===== config.mk =====
export PLATFORM = sky130hd
export DESIGN_NAME = comm_master
export DESIGN_NICKNAME = d
export VERILOG_FILES = /design/src/rtl/comm_pkg.sv /design/src/rtl/comm_uart.sv /design/src/rtl/comm_master.sv
export SDC_FILE = /design/constraint.sdc
export NUM_CORES = 1
export LEC_CHECK = 0
export ABC_AREA = 1
export CORE_ASPECT_RATIO = 1.75
export CORE_MARGIN = 3
export CORE_UTILIZATION = 25
export CTS_CLUSTER_SIZE = 12
export DETAILED_ROUTE_END_ITERATION = 6
export SLEW_MARGIN = 0
export SYNTH_ARGS = -nofsm -noshare
export SYNTH_HDL_FRONTEND = slang
export SYNTH_SLANG_ARGS = --single-unit

===== constraint.sdc =====
create_clock -name clk -period 3 [get_ports clk]
set_input_delay 0.6 -clock clk [delete_from_list [all_inputs] [get_ports clk]]
set_output_delay 0.6 -clock clk [all_outputs]
set_load 0.1 [all_outputs]

===== src/rtl/comm_pkg.sv =====
// comm_pkg: shared definitions for the logic-analyzer link command master.
//   BAUD_CYCLES_DEF : default clk cycles per UART bit (115200 baud at 100 MHz)
//   tx_state_t      : two-byte command sequencer states
//   rx_state_t      : UART receiver states
package comm_pkg;

    localparam int unsigned BAUD_CYCLES_DEF = 868;

    typedef enum logic [1:0] {
        TX_IDLE,
        TX_HIGH,
        TX_LOW,
        TX_DONE
    } tx_state_t;

    typedef enum logic [1:0] {
        RX_IDLE,
        RX_START,
        RX_DATA,
        RX_STOP
    } rx_state_t;

endpackage


===== src/rtl/comm_uart.sv =====
// comm_uart: full-duplex 8N1 UART (start 0, 8 data bits LSB first, stop 1).
// Ports:
//   clk, rst_n        : clock, asynchronous active-low reset
//   trmt, tx_data     : load tx_data and start a frame (accepted when idle or
//                       in the last cycle of the current frame)
//   tx_done           : high in the final cycle of a frame's stop bit
//   TX                : serial output, idle high
//   RX                : serial input, asynchronous, idle high
//   rx_rdy, rx_data   : received byte valid / last received byte
//   clr_rx_rdy        : clears rx_rdy (a completing frame wins)
// Build option: COMM_MASTER_FRAMING_CHK_EN rejects frames whose stop bit
// samples low.
module comm_uart
    import comm_pkg::*;
#(
    parameter int unsigned BAUD_CYCLES = BAUD_CYCLES_DEF
) (
    input  logic       clk,
    input  logic       rst_n,
    input  logic       trmt,
    input  logic [7:0] tx_data,
    output logic       tx_done,
    output logic       TX,
    input  logic       RX,
    output logic       rx_rdy,
    output logic [7:0] rx_data,
    input  logic       clr_rx_rdy
);

    localparam int unsigned   CW        = $clog2(BAUD_CYCLES);
    localparam logic [CW-1:0] BAUD_LAST = CW'(BAUD_CYCLES - 1);
    localparam logic [CW-1:0] HALF_LAST = CW'(BAUD_CYCLES / 2 - 1);

    // ---------------- transmitter ----------------
    logic          tx_busy;
    logic [9:0]    tx_shift;
    logic [3:0]    tx_bit_cnt;
    logic [CW-1:0] tx_baud_cnt;
    logic          tx_bit_end;

    assign tx_bit_end = tx_busy && (tx_baud_cnt == BAUD_LAST);
    assign tx_done    = tx_bit_end && (tx_bit_cnt == 4'd9);
    // Line driven straight from a flop so reset forces it high at once.
    assign TX         = tx_shift[0];

    always_ff @(posedge clk or negedge rst_n) begin
        if (!rst_n) begin
            tx_busy     <= 1'b0;
            tx_shift    <= '1;
            tx_bit_cnt  <= '0;
            tx_baud_cnt <= '0;
        end else if (trmt && (!tx_busy || tx_done)) begin
            // Reload in the stop bit's last cycle gives back-to-back frames.
            tx_busy     <= 1'b1;
            tx_shift    <= {1'b1, tx_data, 1'b0};
            tx_bit_cnt  <= '0;
            tx_baud_cnt <= '0;
        end else if (tx_bit_end) begin
            tx_baud_cnt <= '0;
            tx_shift    <= {1'b1, tx_shift[9:1]};
            if (tx_done) begin
                tx_busy <= 1'b0;
            end else begin
                tx_bit_cnt <= tx_bit_cnt + 4'd1;
            end
        end else if (tx_busy) begin
            tx_baud_cnt <= tx_baud_cnt + CW'(1);
        end
    end

    // ---------------- receiver ----------------
    rx_state_t     rx_state, rx_state_nxt;
    logic          rx_s1, rx_s2, rx_prev;
    logic [CW-1:0] rx_baud_cnt;
    logic [2:0]    rx_bit_cnt;
    logic [7:0]    rx_shift;
    logic          rx_fall, rx_stop_ok;
    logic          rx_cnt_clr, rx_sample, rx_accept, rx_start;

    assign rx_fall = rx_prev && !rx_s2;

`ifdef COMM_MASTER_FRAMING_CHK_EN
    assign rx_stop_ok = rx_s2;
`else
    assign rx_stop_ok = 1'b1;
`endif

    always_comb begin
        rx_state_nxt = rx_state;
        rx_cnt_clr   = 1'b0;
        rx_sample    = 1'b0;
        rx_accept    = 1'b0;
        rx_start     = 1'b0;
        case (rx_state)
            RX_IDLE: begin
                // Edge (not level) detect: after a rejected stop bit the
                // line must return high before a new frame can start.
                if (rx_fall) begin
                    rx_state_nxt = RX_START;
                    rx_cnt_clr   = 1'b1;
                    rx_start     = 1'b1;
                end
            end
            RX_START: begin
                if (rx_baud_cnt == HALF_LAST) begin
                    rx_cnt_clr   = 1'b1;
                    rx_state_nxt = rx_s2 ? RX_IDLE : RX_DATA;
                end
            end
            RX_DATA: begin
                if (rx_baud_cnt == BAUD_LAST) begin
                    rx_cnt_clr = 1'b1;
                    rx_sample  = 1'b1;
                    if (rx_bit_cnt == 3'd7) begin
                        rx_state_nxt = RX_STOP;
                    end
                end
            end
            RX_STOP: begin
                if (rx_baud_cnt == BAUD_LAST) begin
                    rx_state_nxt = RX_IDLE;
                    rx_accept    = rx_stop_ok;
                end
            end
            default: rx_state_nxt = RX_IDLE;
        endcase
    end

    always_ff @(posedge clk or negedge rst_n) begin
        if (!rst_n) begin
            rx_s1       <= 1'b1;
            rx_s2       <= 1'b1;
            rx_prev     <= 1'b1;
            rx_state    <= RX_IDLE;
            rx_baud_cnt <= '0;
            rx_bit_cnt  <= '0;
            rx_shift    <= '0;
            rx_data     <= '0;
            rx_rdy      <= 1'b0;
        end else begin
            rx_s1    <= RX;
            rx_s2    <= rx_s1;
            rx_prev  <= rx_s2;
            rx_state <= rx_state_nxt;

            if (rx_cnt_clr || rx_state == RX_IDLE) begin
                rx_baud_cnt <= '0;
            end else begin
                rx_baud_cnt <= rx_baud_cnt + CW'(1);
            end

            if (rx_start) begin
                rx_bit_cnt <= '0;
            end else if (rx_sample) begin
                rx_bit_cnt <= rx_bit_cnt + 3'd1;
            end

            if (rx_sample) begin
                rx_shift <= {rx_s2, rx_shift[7:1]};
            end

            if (rx_accept) begin
                rx_data <= rx_shift;
                rx_rdy  <= 1'b1;
            end else if (clr_rx_rdy || rx_start) begin
                rx_rdy <= 1'b0;
            end
        end
    end

endmodule


===== src/rtl/comm_master.sv =====
// comm_master: host-side command master for the logic-analyzer link.
// Sends a 16-bit command as two back-to-back 8N1 bytes (high byte first) and
// captures single-byte responses.
// Ports:
//   clk, rst_n     : 100 MHz clock, asynchronous active-low reset
//   RX, TX         : serial response in / serial command out (idle high)
//   cmd, send_cmd  : command word and start strobe (ignored while busy)
//   cmd_sent       : level, set after the low byte's stop bit, cleared by the
//                    next accepted send_cmd
//   resp_rdy, resp : response valid flag and last received byte
//   clr_resp_rdy   : clears resp_rdy
// Build option: COMM_MASTER_FRAMING_CHK_EN (see comm_uart).
module comm_master
    import comm_pkg::*;
#(
    parameter int unsigned BAUD_CYCLES = BAUD_CYCLES_DEF
) (
    input  logic        clk,
    input  logic        rst_n,
    input  logic        RX,
    output logic        TX,
    input  logic [15:0] cmd,
    input  logic        send_cmd,
    output logic        cmd_sent,
    output logic        resp_rdy,
    output logic [7:0]  resp,
    input  logic        clr_resp_rdy
);

    tx_state_t  state, state_nxt;
    // Only the low byte needs holding: the high byte is handed to the UART
    // in the same cycle the command is accepted.
    logic [7:0] cmd_lo;
    logic       trmt;
    logic [7:0] tx_data;
    logic       tx_done;
    logic       accept;
    logic       set_sent;

    always_comb begin
        state_nxt = state;
        trmt      = 1'b0;
        tx_data   = cmd[15:8];
        accept    = 1'b0;
        set_sent  = 1'b0;
        case (state)
            // DONE also accepts, so a new command is taken the cycle after
            // cmd_sent rises.
            TX_IDLE, TX_DONE: begin
                state_nxt = TX_IDLE;
                if (send_cmd) begin
                    accept    = 1'b1;
                    trmt      = 1'b1;
                    tx_data   = cmd[15:8];
                    state_nxt = TX_HIGH;
                end
            end
            TX_HIGH: begin
                if (tx_done) begin
                    trmt      = 1'b1;
                    tx_data   = cmd_lo;
                    state_nxt = TX_LOW;
                end
            end
            TX_LOW: begin
                if (tx_done) begin
                    set_sent  = 1'b1;
                    state_nxt = TX_DONE;
                end
            end
            default: state_nxt = TX_IDLE;
        endcase
    end

    always_ff @(posedge clk or negedge rst_n) begin
        if (!rst_n) begin
            state    <= TX_IDLE;
            cmd_lo   <= '0;
            cmd_sent <= 1'b0;
        end else begin
            state <= state_nxt;
            if (accept) begin
                cmd_lo   <= cmd[7:0];
                cmd_sent <= 1'b0;
            end else if (set_sent) begin
                cmd_sent <= 1'b1;
            end
        end
    end

    comm_uart #(
        .BAUD_CYCLES(BAUD_CYCLES)
    ) u_uart (
        .clk        (clk),
        .rst_n      (rst_n),
        .trmt       (trmt),
        .tx_data    (tx_data),
        .tx_done    (tx_done),
        .TX         (TX),
        .RX         (RX),
        .rx_rdy     (resp_rdy),
        .rx_data    (resp),
        .clr_rx_rdy (clr_resp_rdy)
    );

endmodule


**PDN straps and rails**

Scale bar: 20 µm. Pins as bars on the die edge. Tap cells in grey.
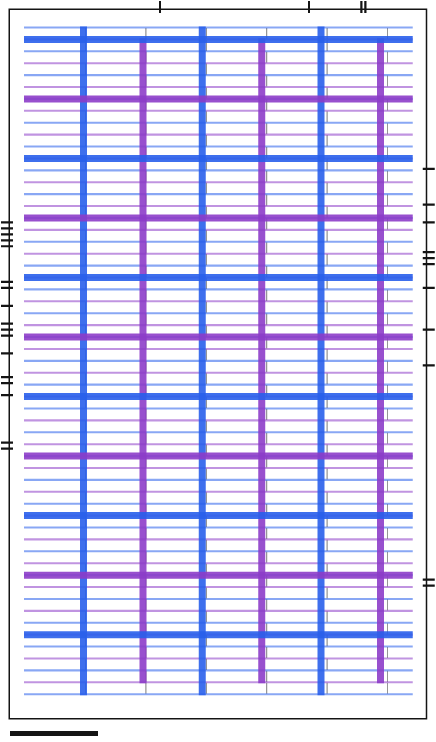
Key: blue = VSS; purple = VDD
57 met1 rails follow the rows. 11 straps on met5. 32 signal pins sit on the boundary.

**Cells coloured by class**

Scale bar: 20 µm.
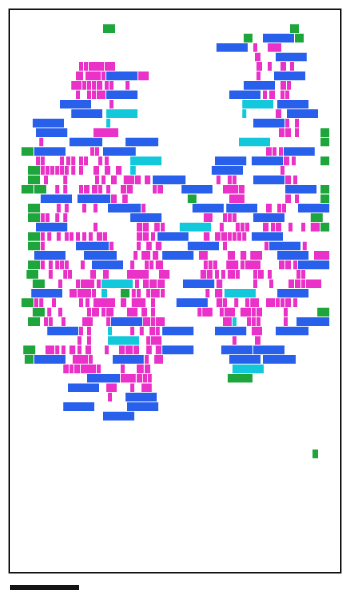
Key: cyan = clock drivers and dummy loads [cells 15, share of their area 6.3%]; blue = flip-flops [cells 70, share of their area 45%]; green = other buffers and delay cells [cells 33, share of their area 7.7%]; magenta = all other logic [cells 325, share of their area 41%]
design area: 4170 µm²
Final Core Density: 30.8%
Seq area share: 42.4%

==> results.sh <==
# physical design summary
export IMPL_outcome="finished clean"
export IMPL_m1WireLength_mm=2.76
export IMPL_gp_congestion=0.766
export IMPL_placed_cell_area_um2=3920
export IMPL_warnings=29
export IMPL_dr_wl_met3_um=306
export IMPL_grt_pass1_vias=2772
export IMPL_buf_share_pct=7.32
export IMPL_pwr_share_clk_pct=42.2
export IMPL_cts_root_buf="clkbuf_16"
export IMPL_die_height_um=162
export IMPL_final_min_clock_period_ns=2.00
export IMPL_cts_tree="yes"
export IMPL_crit_chain="nand2_1 -> inv_2 -> nand2_1 -> nor2_1 -> nand3_1 -> a21oi_2 -> nand2_4 -> nand2_2 -> nor2_1 -> nor2_1"
export IMPL_logic_family="simple AND/OR/NAND/NOR gates"
export IMPL_busiest_layer="met2"
export IMPL_setup_worst_path_class="flip-flop to flip-flop"
export IMPL_wl_met2_mm=3.55
export IMPL_nClkBuffers=13
export IMPL_cp_depth=10
export IMPL_num_tap_cells=174
export IMPL_ys_warn_count=0
export IMPL_routed_via_density=4.38
export IMPL_synth_seq_share_pct=51.0
export IMPL_dr_max_layer_used="met4"
export IMPL_aoi_share_pct=6.68
export IMPL_core_um2=13500
export IMPL_cpPeakStageDelay_ns=0.62
export IMPL_grt_max_degree=43
export IMPL_total_power_mw=2.17
export IMPL_postCtsSetupRepairBufs=0
export IMPL_enable_flop_cells=0
export IMPL_power_top_group="sequential cells"
export IMPL_num_fill_cells=1450
export IMPL_hp_class="input pin to async pin"
**Clock wires, drivers and flops**

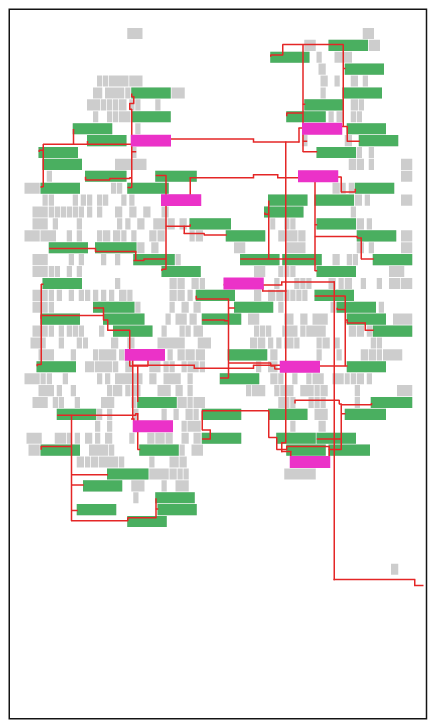
Key: magenta = cells driving clock nets [count 9]; green = flip-flops [count 70]; red = clock wires [length 1,020 µm]
There are 10 routed clock nets.
P_clk: 0.917 mW
Latency at later pin: 0.33 ns

**Wiring by layer**

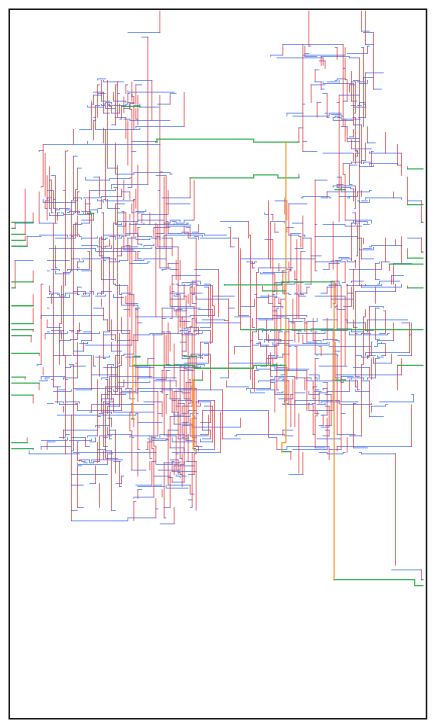
Key: green = met3 [wire length 306 µm]; orange = met4 [wire length 170 µm]; blue = met1 [wire length 2,760 µm]; red = met2 [wire length 3,550 µm]
vias: 2,701
total global-route track usage: 9.78%
Post-Route WL: 6.78 mm
wire per inst: 11.0 µm

[cells in the mapped netlist (2+ instances only)]
| cell | n |
|---|---|
| a21oi_1 | 7 |
| a21oi_2 | 2 |
| buf_6 | 4 |
| clkbuf_1 | 4 |
| dfrtp_1 | 58 |
| dfstp_2 | 12 |
| ha_1 | 9 |
| inv_1 | 32 |
| inv_2 | 3 |
| nand2_1 | 122 |
| nand2_2 | 3 |
| nand3_1 | 28 |
| nand3_4 | 2 |
| nand3b_1 | 4 |
| nand4_1 | 5 |
| nor2_1 | 39 |
| nor2_4 | 2 |
| nor3_1 | 7 |
| nor3b_1 | 3 |
| o21a_1 | 2 |
| o21ai_0 | 26 |
| o21ai_1 | 2 |
| o31ai_1 | 2 |
| xnor2_1 | 3 |
| xor2_1 | 7 |
Power and IR drop assume default switching activity.
